==> run_1/metal_stack.png <==
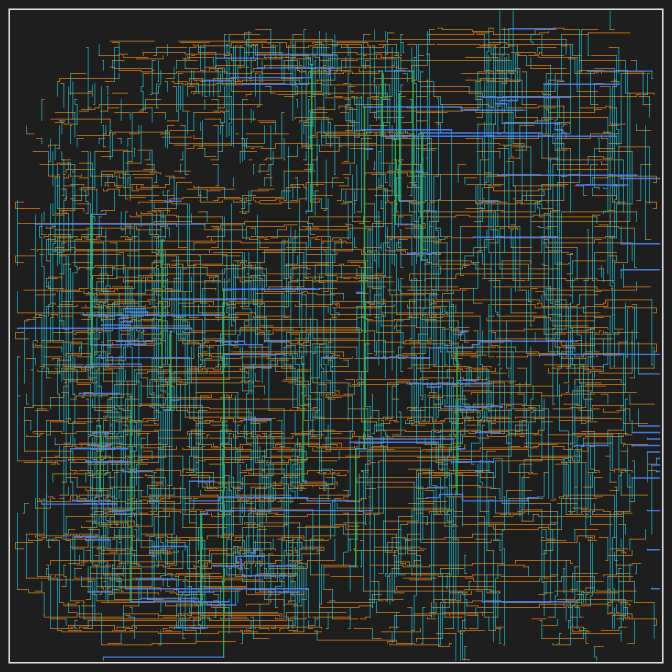
==> run_1/port_nets.png <==
The bar under the picture is 50 um long.
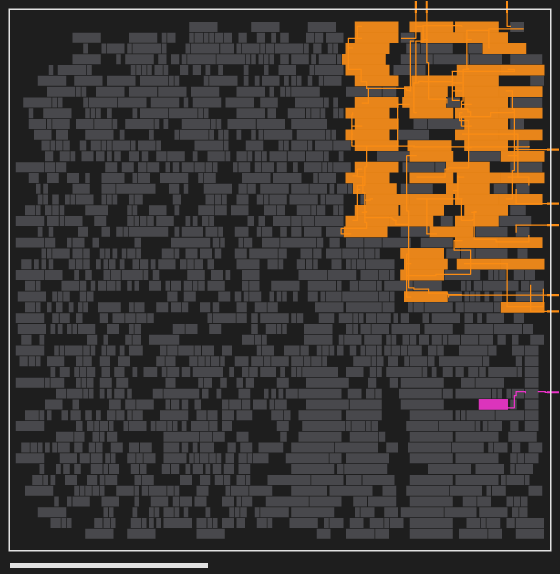
==> run_1/final_placement.png <==
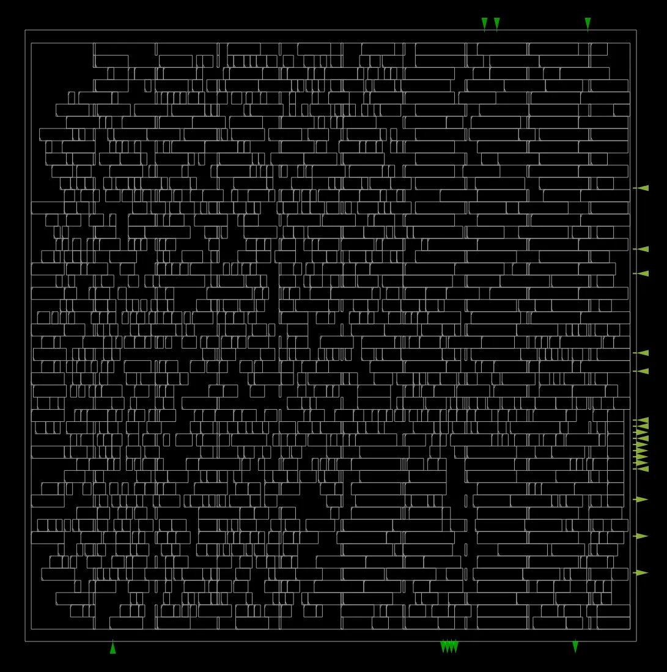
<file path="src/rtl/int8_fc_stream_if.sv">
// Valid/ready stream bundle for the int8 FC layer: activation input stream and result output stream.
// The master side feeds activations and drains results; the slave side is the layer itself.
interface int8_fc_stream_if;
    logic              in_valid;
    logic              in_ready;
    logic signed [7:0] in_data;
    logic              in_last;
    logic              out_valid;
    logic              out_ready;
    logic signed [7:0] out_data;
    logic              out_last;

    modport master (
        output in_valid, in_data, in_last, out_ready,
        input  in_ready, out_valid, out_data, out_last
    );

    modport slave (
        input  in_valid, in_data, in_last, out_ready,
        output in_ready, out_valid, out_data, out_last
    );
endinterface

</file>
<file path="src/rtl/int8_fc_stream.sv">
// Streaming int8 fully-connected layer: loads IN activations, runs IN*OUT MACs on one multiplier,
// requantises (bias, rounding shift, int8 saturation) and streams OUT results.
module int8_fc_stream #(
    parameter int IN    = 8,
    parameter int OUT   = 4,
    parameter int SHIFT = 7,
    parameter int ACC_W = 32
) (
    input  logic            clk,
    input  logic            rst_n,
    int8_fc_stream_if.slave bus,
    output logic            busy,
    output logic            len_err
);
    localparam int IDX_W = (IN  > 1) ? $clog2(IN)  : 1;
    localparam int OIX_W = (OUT > 1) ? $clog2(OUT) : 1;
    localparam int WGT_W = 16;
    localparam int PRD_W = 8 + WGT_W;
    localparam logic [IDX_W-1:0] IDX_MAX = IDX_W'(IN - 1);
    localparam logic [OIX_W-1:0] OIX_MAX = OIX_W'(OUT - 1);
    localparam logic signed [ACC_W-1:0] SAT_MAX = ACC_W'(127);
    localparam logic signed [ACC_W-1:0] SAT_MIN = -ACC_W'(128);

    typedef enum logic [1:0] {
        LOAD    = 2'd0,
        COMPUTE = 2'd1,
        EMIT    = 2'd2
    } state_t;

    state_t state_reg, state_next;

    logic [IDX_W-1:0]        idx_reg;
    logic [IDX_W-1:0]        ii_reg;
    logic [OIX_W-1:0]        oi_reg;
    logic [OIX_W-1:0]        k_reg;
    logic signed [ACC_W-1:0] acc_reg;
    logic                    in_ready_reg;
    logic                    out_valid_reg;
    logic                    out_last_reg;
    logic signed [7:0]       out_data_reg;
    logic                    busy_reg;
    logic                    len_err_reg;

    logic signed [7:0] x_mem [IN];
    logic signed [7:0] y_mem [OUT];

    logic signed [WGT_W-1:0] w_rom [OUT][IN];
    logic signed [ACC_W-1:0] b_rom [OUT];

    // Constant weight/bias tables; synthesis folds these into a small ROM feeding the MAC.
    genvar go, gi;
    generate
        for (go = 0; go < OUT; go++) begin : g_row
            for (gi = 0; gi < IN; gi++) begin : g_col
                assign w_rom[go][gi] = WGT_W'((go + 1) * (gi - 3));
            end
            if (go == 0) begin : g_b0
                assign b_rom[go] = ACC_W'(10 * (2 ** SHIFT));
            end else if (go == 1) begin : g_b1
                assign b_rom[go] = ACC_W'(-20 * (2 ** SHIFT));
            end else if (go == 2) begin : g_b2
                assign b_rom[go] = ACC_W'(5 * (2 ** SHIFT));
            end else begin : g_bz
                assign b_rom[go] = '0;
            end
        end
    endgenerate

    logic in_fire, out_fire;
    logic idx_last, ii_last, oi_last, k_last;

    assign in_fire  = bus.in_valid && in_ready_reg && (state_reg == LOAD);
    assign out_fire = out_valid_reg && bus.out_ready;
    assign idx_last = (idx_reg == IDX_MAX);
    assign ii_last  = (ii_reg == IDX_MAX);
    assign oi_last  = (oi_reg == OIX_MAX);
    assign k_last   = (k_reg == OIX_MAX);

    logic signed [7:0]       x_val;
    logic signed [WGT_W-1:0] w_val;
    logic signed [PRD_W-1:0] prod;
    logic signed [ACC_W-1:0] acc_base;
    logic signed [ACC_W-1:0] acc_sum;
    logic signed [ACC_W-1:0] rnd_val;
    logic signed [7:0]       y_new;

    assign x_val    = x_mem[ii_reg];
    assign w_val    = w_rom[oi_reg][ii_reg];
    assign prod     = PRD_W'(x_val) * PRD_W'(w_val);
    assign acc_base = (ii_reg == '0) ? b_rom[oi_reg] : acc_reg;
    assign acc_sum  = acc_base + {{(ACC_W - PRD_W){prod[PRD_W-1]}}, prod};

    // Round half up, then arithmetic shift (floors toward -inf).
    generate
        if (SHIFT == 0) begin : g_noshift
            assign rnd_val = acc_sum;
        end else begin : g_shift
            localparam logic signed [ACC_W-1:0] RND_HALF = ACC_W'(2 ** (SHIFT - 1));
            assign rnd_val = (acc_sum + RND_HALF) >>> SHIFT;
        end
    endgenerate

    always_comb begin
        y_new = rnd_val[7:0];
        if (rnd_val > SAT_MAX) begin
            y_new = 8'sh7F;
        end else if (rnd_val < SAT_MIN) begin
            y_new = 8'sh80;
        end
    end

    logic [OIX_W-1:0]  k_inc;
    logic signed [7:0] y_rd;
    logic signed [7:0] y_first;

    assign k_inc   = k_last ? '0 : k_reg + 1'b1;
    assign y_rd    = y_mem[k_inc];
    // With a single output the first result is still being written on the COMPUTE->EMIT edge.
    assign y_first = (OUT == 1) ? y_new : y_mem[0];

    always_comb begin
        state_next = state_reg;
        case (state_reg)
            LOAD:    if (in_fire && idx_last) state_next = COMPUTE;
            COMPUTE: if (ii_last && oi_last)  state_next = EMIT;
            EMIT:    if (out_fire && k_last)  state_next = LOAD;
            default: state_next = LOAD;
        endcase
    end

    always_ff @(posedge clk) begin
        if (in_fire) begin
            x_mem[idx_reg] <= bus.in_data;
        end
        if (state_reg == COMPUTE && ii_last) begin
            y_mem[oi_reg] <= y_new;
        end
    end

    always_ff @(posedge clk) begin
        if (!rst_n) begin
            state_reg     <= LOAD;
            idx_reg       <= '0;
            ii_reg        <= '0;
            oi_reg        <= '0;
            k_reg         <= '0;
            acc_reg       <= '0;
            in_ready_reg  <= 1'b1;
            out_valid_reg <= 1'b0;
            out_last_reg  <= 1'b0;
            out_data_reg  <= '0;
            busy_reg      <= 1'b0;
            len_err_reg   <= 1'b0;
        end else begin
            state_reg     <= state_next;
            in_ready_reg  <= (state_next == LOAD);
            busy_reg      <= (state_next != LOAD);
            out_valid_reg <= (state_next == EMIT);

            if (in_fire) begin
                idx_reg <= idx_last ? '0 : idx_reg + 1'b1;
                if (bus.in_last != idx_last) begin
                    len_err_reg <= 1'b1;
                end
            end

            if (state_reg == COMPUTE) begin
                acc_reg <= acc_sum;
                if (ii_last) begin
                    ii_reg <= '0;
                    oi_reg <= oi_last ? '0 : oi_reg + 1'b1;
                end else begin
                    ii_reg <= ii_reg + 1'b1;
                end
                if (ii_last && oi_last) begin
                    k_reg        <= '0;
                    out_data_reg <= y_first;
                    out_last_reg <= (OUT == 1);
                end
            end

            if (state_reg == EMIT && out_fire) begin
                k_reg <= k_inc;
                if (k_last) begin
                    out_last_reg <= 1'b0;
                end else begin
                    out_data_reg <= y_rd;
                    out_last_reg <= (k_inc == OIX_MAX);
                end
            end
        end
    end

    assign bus.in_ready  = in_ready_reg;
    assign bus.out_valid = out_valid_reg;
    assign bus.out_data  = out_data_reg;
    assign bus.out_last  = out_last_reg;
    assign busy          = busy_reg;
    assign len_err       = len_err_reg;
endmodule

</file>
<file path="src/flat_wrapper.sv">
// flat-port wrapper written by rule: the top's interface ports become plain ports
module int8_fc_stream_flat 
#(
    parameter int IN    = 8,
    parameter int OUT   = 4,
    parameter int SHIFT = 7,
    parameter int ACC_W = 32
)
  (clk, rst_n, busy, len_err, bus_in_valid, bus_in_data, bus_in_last, bus_out_ready, bus_in_ready, bus_out_valid, bus_out_data, bus_out_last);
  int8_fc_stream_if bus_i ();
  input  logic clk;
  input  logic rst_n;
  output logic busy;
  output logic len_err;
  input wire logic [$bits(bus_i.in_valid)-1:0] bus_in_valid;
  input wire logic [$bits(bus_i.in_data)-1:0] bus_in_data;
  input wire logic [$bits(bus_i.in_last)-1:0] bus_in_last;
  input wire logic [$bits(bus_i.out_ready)-1:0] bus_out_ready;
  output wire logic [$bits(bus_i.in_ready)-1:0] bus_in_ready;
  output wire logic [$bits(bus_i.out_valid)-1:0] bus_out_valid;
  output wire logic [$bits(bus_i.out_data)-1:0] bus_out_data;
  output wire logic [$bits(bus_i.out_last)-1:0] bus_out_last;
  assign bus_i.in_valid = bus_in_valid;
  assign bus_i.in_data = bus_in_data;
  assign bus_i.in_last = bus_in_last;
  assign bus_i.out_ready = bus_out_ready;
  assign bus_in_ready = bus_i.in_ready;
  assign bus_out_valid = bus_i.out_valid;
  assign bus_out_data = bus_i.out_data;
  assign bus_out_last = bus_i.out_last;
  int8_fc_stream #(.IN(IN), .OUT(OUT), .SHIFT(SHIFT), .ACC_W(ACC_W)) u_core (.clk(clk), .rst_n(rst_n), .bus(bus_i), .busy(busy), .len_err(len_err));
endmodule
</file>
<file path="config.mk">
export PLATFORM = sky130hd
export DESIGN_NAME = int8_fc_stream_flat
export DESIGN_NICKNAME = d
export VERILOG_FILES = /design/src/rtl/int8_fc_stream_if.sv /design/src/rtl/int8_fc_stream.sv /design/src/flat_wrapper.sv
export SDC_FILE = /design/constraint.sdc
export NUM_CORES = 1
export LEC_CHECK = 0
export CORE_UTILIZATION = 64
export CTS_CLUSTER_SIZE = 10
export DETAILED_ROUTE_END_ITERATION = 6
export PLACE_DENSITY_LB_ADDON = 0.05
export SYNTH_ARGS = -nofsm -noshare
export SYNTH_HDL_FRONTEND = slang
export SYNTH_SLANG_ARGS = --single-unit
</file>
<file path="constraint.sdc">
create_clock -name clk -period 12.7 [get_ports clk]
set_clock_uncertainty 0.15 [all_clocks]
set_input_delay 3.81 -clock clk [delete_from_list [all_inputs] [get_ports clk]]
set_output_delay 3.81 -clock clk [all_outputs]
set_load 0.02 [all_outputs]
</file>
==> out/qor.yml, run 1 <==
ys_cells: 1165
warning_count: 32
grt_pass1_vias: 8242
hold_viol_final: 0
cts_buffers: 17
tightest_slew_ns: 1.011
crit_type: "reg -> reg"
critPathMaxStageDelay_ns: 0.99
ios: 26
relSlewSlack_pct: 32.33
setup_viol: 0
hold_path.startpoint: "u_core.acc_reg[11]"
synth_flops: 156
edf_count: 96
cts.sinks: 156
area_growth_pct: 8.555
max_freq_mhz: 92.30
die-width_um: 136.2
status: "completed"
tns_ns: 0
gp_congestion: 0.9487
grt_pass1_wl_um: 41360
netlist_top_cells_area: "edfxtp_1 25%, dfxtp_1 10%, fa_1 8.7%"
drv_cap: 0
yosysTopAreaCell: "edfxtp_1"
cp.arrival_ns: 10.84
clkTransAtPathRegs_ns: 0.07
die_h_um: 136.2
cp_max_fo: 16
ys_seq_share_pct: 35.44
layout.nets: 1306
insertedDiodeCount: 0
ff_type: "edfxtp_1"
largest_register_ffs: 64
fp_nets: 1302
async_flop_share_pct: 0
critPathCaptureType: "flip-flop"
final_common_cell: "nand2_1"
cts_resized: 0
hold_class: "reg -> reg"
synth.top_cell.area_share_pct: 25.01
syn_inst: 1165
grt_overflow: 0
vias_per_cell: 6.009
cp_slowest_cell: "dfxtp_1"
critPathRequiredTime_ns: 12.71
grt_max_degree: 54
hpwl_um: 18160
synth.distinct_cells: 89
syn_avg_cell_area_um2: 9.893
yosys_area_um2: 11520
htree_levels: 4
port-buffer-count: 25
finalCritPeriodShare_pct: 85.31
antenna_found_initial: 0
ys_warn_count: 0
slew_viol_final: 0
postCtsSetupRepairBufs: 0
drive_gt1_share_pct: 10.15
drc: 0
ant_nets: 0
fp_util_pct: 66.17
cts_tree: "yes"
final_cell_mix: "166 x nand2_1, 101 x inv_1, 96 x edfxtp_1"
via_count: 8454
cts_root_buf: "clkbuf_16"
grt_usage_pct: 29.20
die-area_um2: 18550
insertion_delay_ns: 0.44
dr.pass1.iters: 5
About metal_stack.png:
green -> met4  # wire length 513 um
cyan -> met2  # wire length 12200 um
orange -> met1  # wire length 11400 um
blue -> met3  # wire length 1270 um
final WL: 25320 um
DR WL/cell: 17.99 um

About port_nets.png:
magenta -> bus_out_valid  # bits 1, direction output, edge right, end cells 1, buffers 1, wire 11.7 um
orange -> bus_in_data  # bits 8, direction input, edge 5 right, 3 top, end cells 64, buffers 8, wire 753 um

About final_placement.png:
# Taps: 225
area of the core: 17420 um^2
num sequential: 156
row count: 48
filler cell count: 1282

-- run 1: Yosys cell counts, drive strengths merged, types with 24 or more instances --
cell / instances
a21oi: 53
nor2: 89
edfxtp: 96
a21boi: 27
inv: 101
o21ai: 60
fa: 50
dfxtp: 60
ha: 74
nand2: 170
clkbuf: 34
mux4: 24
xnor2: 32
-- run 1: worst max-delay path: cells and delay by family (launching register included) --
family                   cells  cell delay (ns)
buffers and inverters        4             0.23
AND/OR/NAND/NOR             11             2.13
XOR/XNOR                     2             0.50
flip-flops                   1             0.99
adder cells (fa/ha/maj)      6             2.82
AND-OR/OR-AND               10             2.49
multiplexers                 2             1.24
-- run 1: cell type report --
| cell class | count | area, um^2 |
|---|---|---|
| inverter | 101 | 379.1 |
| clock buffer | 17 | 425.4 |
| clock inverter | 15 | 196.4 |
| sequential | 156 | 4084 |
| tap | 225 | 281.5 |
| fill | 1282 | 4906 |
| timing repair buffer | 33 | 310.3 |
| multi-input combinational | 860 | 6834 |
-- run 1: through the flow --
stage	setup WS, ns	utilization [%]	cells	area (um^2)	hold WS, ns
floorplan	3.035	-	1165	11520	0.2888
detailed placement	1.933	68.26	1375	11890	0.3059
finish	1.866	71.83	1407	12510	0.3158
global route	1.125	71.83	1407	12510	0.3347
global placement	2.088	68.26	1375	11890	0.2984
CTS	1.929	71.83	1407	12510	0.3155
-- run 1: final timing paths --
path	endpoint	slack, ns	cells past startpoint
worst min register to register	u_core.acc_reg[11]	0.32	2
worst max-delay path	u_core.y_mem[0][3]	1.87	35
worst min-delay path	u_core.acc_reg[11]	0.32	2
worst max register to register	u_core.y_mem[0][3]	1.87	35
-- run 1: layer usage --
metal / GRT usage, % / up-vias / wire (um)
met4: 10.06 / 0 / 512
met2: 48.87 / 260 / 12160
met1: 38.66 / 4049 / 11370
met3: 4.288 / 41 / 1271
li1: - / 4104 / -
met5: 0 / - / 0
-- run 1: kinds of logic (layout without fill, tap and decap cells) --
group           count (synthesis)  count (layout)  synth area share, %
compound gates                242             242                14.63
fa+ha+maj                     124             124                16.72
buf+inv                       149             166                5.287
xor+xnor                       48              48                4.299
flops                         156             156                35.44
mux                            49              49                6.883
simple gates                  397             397                16.74
==> run_1/drive_strength.png <==
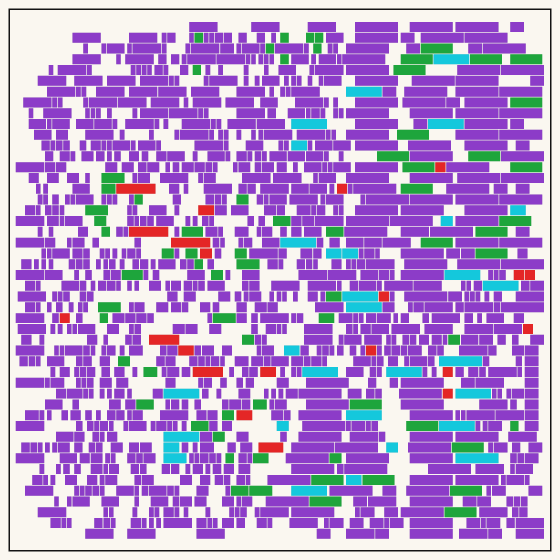

--- run 2 (diff from run 1) ---
Settings changed: CORE_UTILIZATION 64 to 69, GPL_ROUTABILITY_DRIVEN set to 0.
Clock period 12.7 ns to 13.91 ns, I/O delays scaled along.
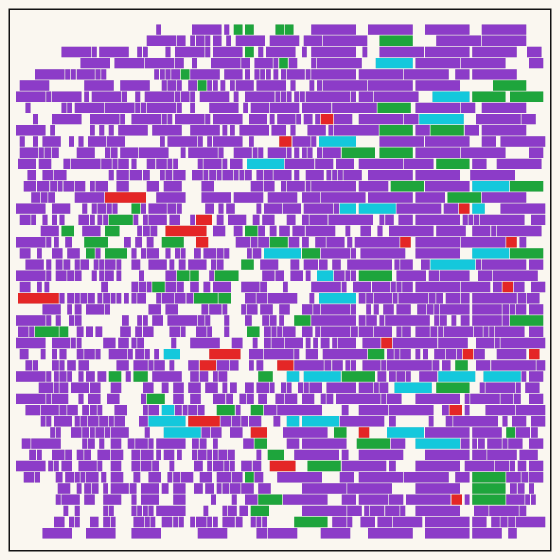
(run_2/drive_strength.png)
red -> drive 3 to 4  # cells 23, share 1.9%, most used buf_4
green -> drive 2  # cells 69, share 5.8%, most used mux4_2
purple -> drive 1 or less  # cells 1062, share 90%, most used nand2_1
cyan -> drive 6 and up  # cells 27, share 2.3%, most used clkbuf_16
Area growth syn-to-layout: 8.424%
fin area: 12500 um^2
Signal buffers: 32

==> out/qor.yml, run 2 <==
status: "finished, violations left"
violations: "design-rule violations"
synth.top_cell.area_share_pct: 25.01  # unchanged
cp_slowest_cell: "dfxtp_1"
die_h_um: 131.2  # -3.6%
port-buffer-count: 25  # unchanged
yosysTopAreaCell: "edfxtp_1"
routed_wl_um: 27900  # +10%
max_freq_mhz: 91.56  # -0.80%
tns_ns: 0  # unchanged
grt_overflow: 0  # unchanged
gr-usage-met3_pct: 5.054  # +0.77 points
cts_buffers: 17  # unchanged
final_cell_mix: "166 x nand2_1, 101 x inv_1, 96 x edfxtp_1"
critPathRequiredTime_ns: 13.90  # +1.19 ns
cp.arrival_ns: 10.91  # +0.07 ns
top_usage_layer: "met2"
tightest_slew_ns: 1.236  # +0.2251 ns
synth_flops: 156  # unchanged
reg2reg_depth: 31  # -11%
clkTransAtPathRegs_ns: 0.07  # about the same
warning_count: 32  # unchanged
cts_resized: 0  # unchanged
largest_register_ffs: 64  # unchanged
die-width_um: 131.2  # -3.6%
grt_pass1_vias: 8629  # +4.7%
fp_nets: 1302  # unchanged
finalCritPeriodShare_pct: 78.52  # -6.8 points
drive_gt1_share_pct: 10.08  # -0.076 points
grt_use_met1_pct: 44.06  # +5.4 points
syn_avg_cell_area_um2: 9.893  # unchanged
layout.nets: 1305  # -0.077%
cts_tree: "yes"
critPathCaptureType: "flip-flop"
ios: 26  # unchanged
setup_viol: 0  # unchanged
drc: 2  # +2
worstHoldPathCells: 2  # unchanged
fp_util_pct: 71.51  # +5.3 points
insertion_delay_ns: 0.44  # about the same
grt_pass1_wl_um: 44910  # +8.6%
met2_usage_pct: 56.35  # +7.5 points
wl_per_cell_um: 19.97  # +11%
ff_type: "edfxtp_1"
slew_viol_final: 0  # unchanged
crit_type: "reg -> reg"
syn_inst: 1165  # unchanged
yosys_area_um2: 11520  # unchanged
final_util_pct: 77.54  # +5.7 points
final_common_cell: "nand2_1"
hold_class: "reg -> reg"
fin_ws_ns: 2.988  # +1.122 ns
ant_nets: 0  # unchanged
hpwl_um: 19260  # +6.1%
hold_slack_ns: 0.3160  # +0.0002040 ns
dp_slack_ns: 3.138  # +1.205 ns
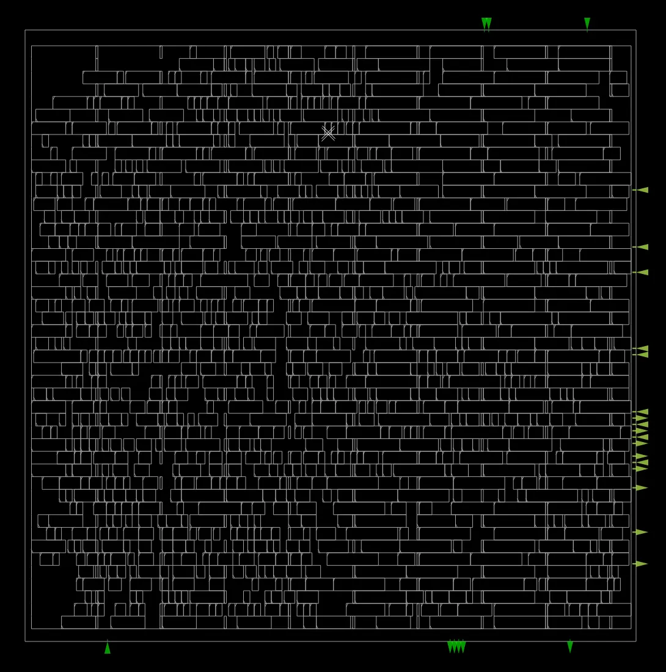
(run_2/final_placement.png)
# Taps: 216
area of the core: 16120 um^2
row count: 46

[run 2: cell counts after synthesis]
Identical to the previous run, type by type.
[run 2: per-layer routing]
metal | part of all wire (%) | routed length [um] | vias up
met2 | 49 | 13540 | 416
met3 | 7.4 | 2059 | 55
met1 | 42 | 11590 | 4293
li1 | - | - | 4111
met4 | 2.6 | 712 | 0
met5 | 0 | 0 | -
[run 2: final timing paths]
path | endpoint
min reg2reg | u_core.acc_reg[30]
max | u_core.y_mem[1][3]
min | u_core.acc_reg[30]
max reg2reg | u_core.y_mem[1][3]
[run 2: area by class of cell]
cell class | instances | area share, %
tap | 216 | 2.163
clock buffer | 17 | 3.404
timing repair buffer | 32 | 2.423
sequential | 156 | 32.68
multi-input combinational | 860 | 54.69
inverter | 101 | 3.034
clock inverter | 15 | 1.602
[run 2: worst max-delay path: cells and delay by family (launching register included)]
family	cells	cell delay, ns
DFF	1	1.04
AOI/OAI and AO/OA	13	3.56
muxes	2	1.17
buffers and inverters	5	0.29
adders and majority gates	6	2.89
and+or+nand+nor	2	0.47
xor gates and xnor gates	3	1.04
[run 2: cell families (layout without fill, tap and decap cells)]
kind of cell,Yosys count,in the layout,synth area share [%]
buffers and inverters,149,165,5.287
XOR/XNOR,48,48,4.299
multiplexers,49,49,6.883
flip-flops,156,156,35.44
AND/OR/NAND/NOR,397,397,16.74
adder cells (fa/ha/maj),124,124,16.72
AND-OR/OR-AND,242,242,14.63
==> run_2/metal_stack.png <==
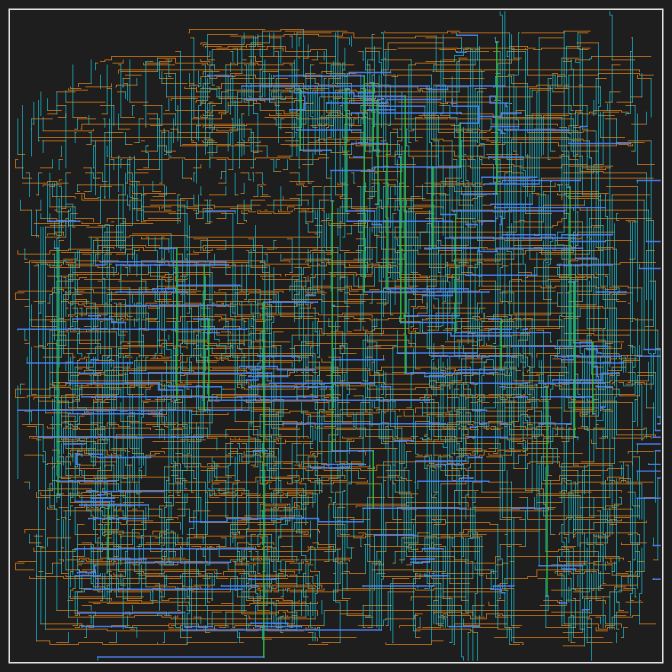

--- run 3 (diff from run 2) ---
Settings changed: CORE_UTILIZATION 69 to 64.
Clock period 13.91 ns to 10.85 ns, I/O delays scaled along.
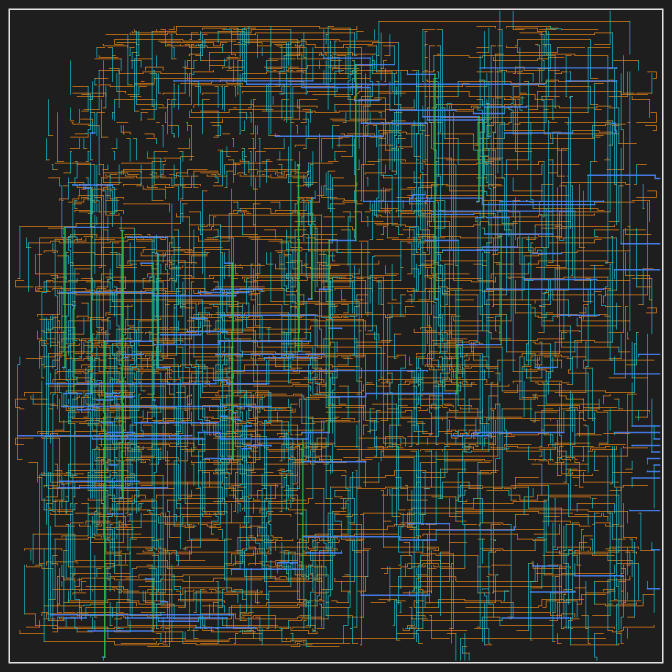
(run_3/metal_stack.png)
green -> met4  # wire length 605 um
cyan -> met2  # wire length 11900 um
orange -> met1  # wire length 11100 um
blue -> met3  # wire length 1470 um

==> out/qor.yml, run 3 <==
fp-row-count: 48  # +4.3%
tightest_slew_ns: 1.075  # -0.1619 ns
fp_nets: 1302  # unchanged
port-buffer-count: 25  # unchanged
ios: 26  # unchanged
final_cell_mix: "166 x nand2_1, 101 x inv_1, 96 x edfxtp_1"
setup_viol: 0  # unchanged
drc: 0  # -2
routed_wl_um: 25120  # -10%
dp_slack_ns: 0.4977  # -2.641 ns
status: "completed"
hold_class: "reg -> reg"
syn_avg_cell_area_um2: 9.893  # unchanged
finalCritPeriodShare_pct: 94.13  # +16 points
reg2reg_depth: 36  # +16%
grt_pass1_vias: 8149  # -5.6%
final_common_cell: "nand2_1"
grt_overflow: 0  # unchanged
slew_viol_final: 0  # unchanged
critPathRequiredTime_ns: 10.92  # -2.98 ns
synth.top_cell.area_share_pct: 25.01  # unchanged
fp_util_pct: 66.17  # -5.3 points
crit_end: "u_core.y_mem[1][2]"
die_h_um: 136.2  # +3.8%
layout.nets: 1317  # +0.92%
warning_count: 32  # unchanged
synth_flops: 156  # unchanged
clkTransAtPathRegs_ns: 0.06  # about the same
ff_type: "edfxtp_1"
crit_type: "reg -> reg"
area_growth_pct: 9.066
final_util_pct: 72.17  # -5.4 points
wl_per_cell_um: 17.71  # -11%
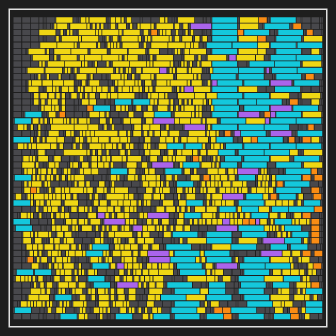
(run_3/cell_classes.png)
Fill, decap, tap and diode cells in gray.
cyan -> flip-flops  # cells 156
orange -> other buffers and delay cells  # cells 44
purple -> clock drivers and dummy loads  # cells 32
yellow -> all other logic  # cells 961

run 3: cell counts after synthesis:
No cell type changed its count.
run 3: critical path: cells and delay by family (launching register included):
| family | cells | cell delay [ns] |
|---|---|---|
| xor gates and xnor gates | 1 | 0.22 |
| DFF | 1 | 0.50 |
| and+or+nand+nor | 9 | 2.18 |
| adders and majority gates | 6 | 2.82 |
| muxes | 3 | 1.34 |
| AOI/OAI and AO/OA | 12 | 2.50 |
| buffers and inverters | 5 | 0.28 |
run 3: how the worst min path moves through the flow:
stage	endpoint	slack, ns	depth (start not counted)
5_1_grt	u_core.acc_reg[14]	0.33	2
6_report	u_core.acc_reg[7]	0.31	2
4_1_cts	u_core.acc_reg[7]	0.32	2
3_3_place_gp	u_core.acc_reg[7]	0.30	2
3_5_place_dp	u_core.acc_reg[7]	0.31	2
2_1_floorplan	u_core.acc_reg[0]	0.29	2
run 3: routing by layer:
metal / share of wire (%) / GRT usage (%) / wire length (um) / vias to the layer above
met5: 0 / 0 / 0 / -
met4: 2.4 / 10.31 / 605 / 0
met3: 5.8 / 4.996 / 1467 / 45
met2: 48 / 47.26 / 11950 / 249
met1: 44 / 38.57 / 11100 / 4122
li1: - / - / - / 4147
run 3: through the flow:
stage | area [um^2] | std cells | hold WS (ns)
floorplan | 11520 | 1165 | 0.2888
global placement | 11970 | 1386 | 0.2962
detailed placement | 11970 | 1386 | 0.3077
CTS | 12550 | 1418 | 0.3162
global route | 12570 | 1418 | 0.3343
finish | 12570 | 1418 | 0.3133
run 3: repair_timing:
item                                    CTS  global route
endpoints found under the setup margin    0            32
hold buffers                              0             0
resized                                   0             5
run 3: cell families (layout without fill, tap and decap cells):
| kind of cell | Yosys count | after routing | share of synthesized area (%) |
|---|---|---|---|
| DFF | 156 | 156 | 35.44 |
| and+or+nand+nor | 397 | 397 | 16.74 |
| AOI/OAI and AO/OA | 242 | 242 | 14.63 |
| xor gates and xnor gates | 48 | 48 | 4.299 |
| adders and majority gates | 124 | 124 | 16.72 |
| buffers and inverters | 149 | 177 | 5.287 |
| muxes | 49 | 49 | 6.883 |
run 3: area by class of cell:
cell class / instances / area (um^2) / share of cell area, %
Sequential cell: 156 / 4085 / 32.50
Inverter: 101 / 379.1 / 3.016
Multi-Input combinational cell: 860 / 6855 / 54.54
Tap cell: 225 / 281.5 / 2.240
Clock buffer: 20 / 479.2 / 3.812
Clock inverter: 12 / 96.34 / 0.7665
Timing Repair Buffer: 44 / 392.9 / 3.126
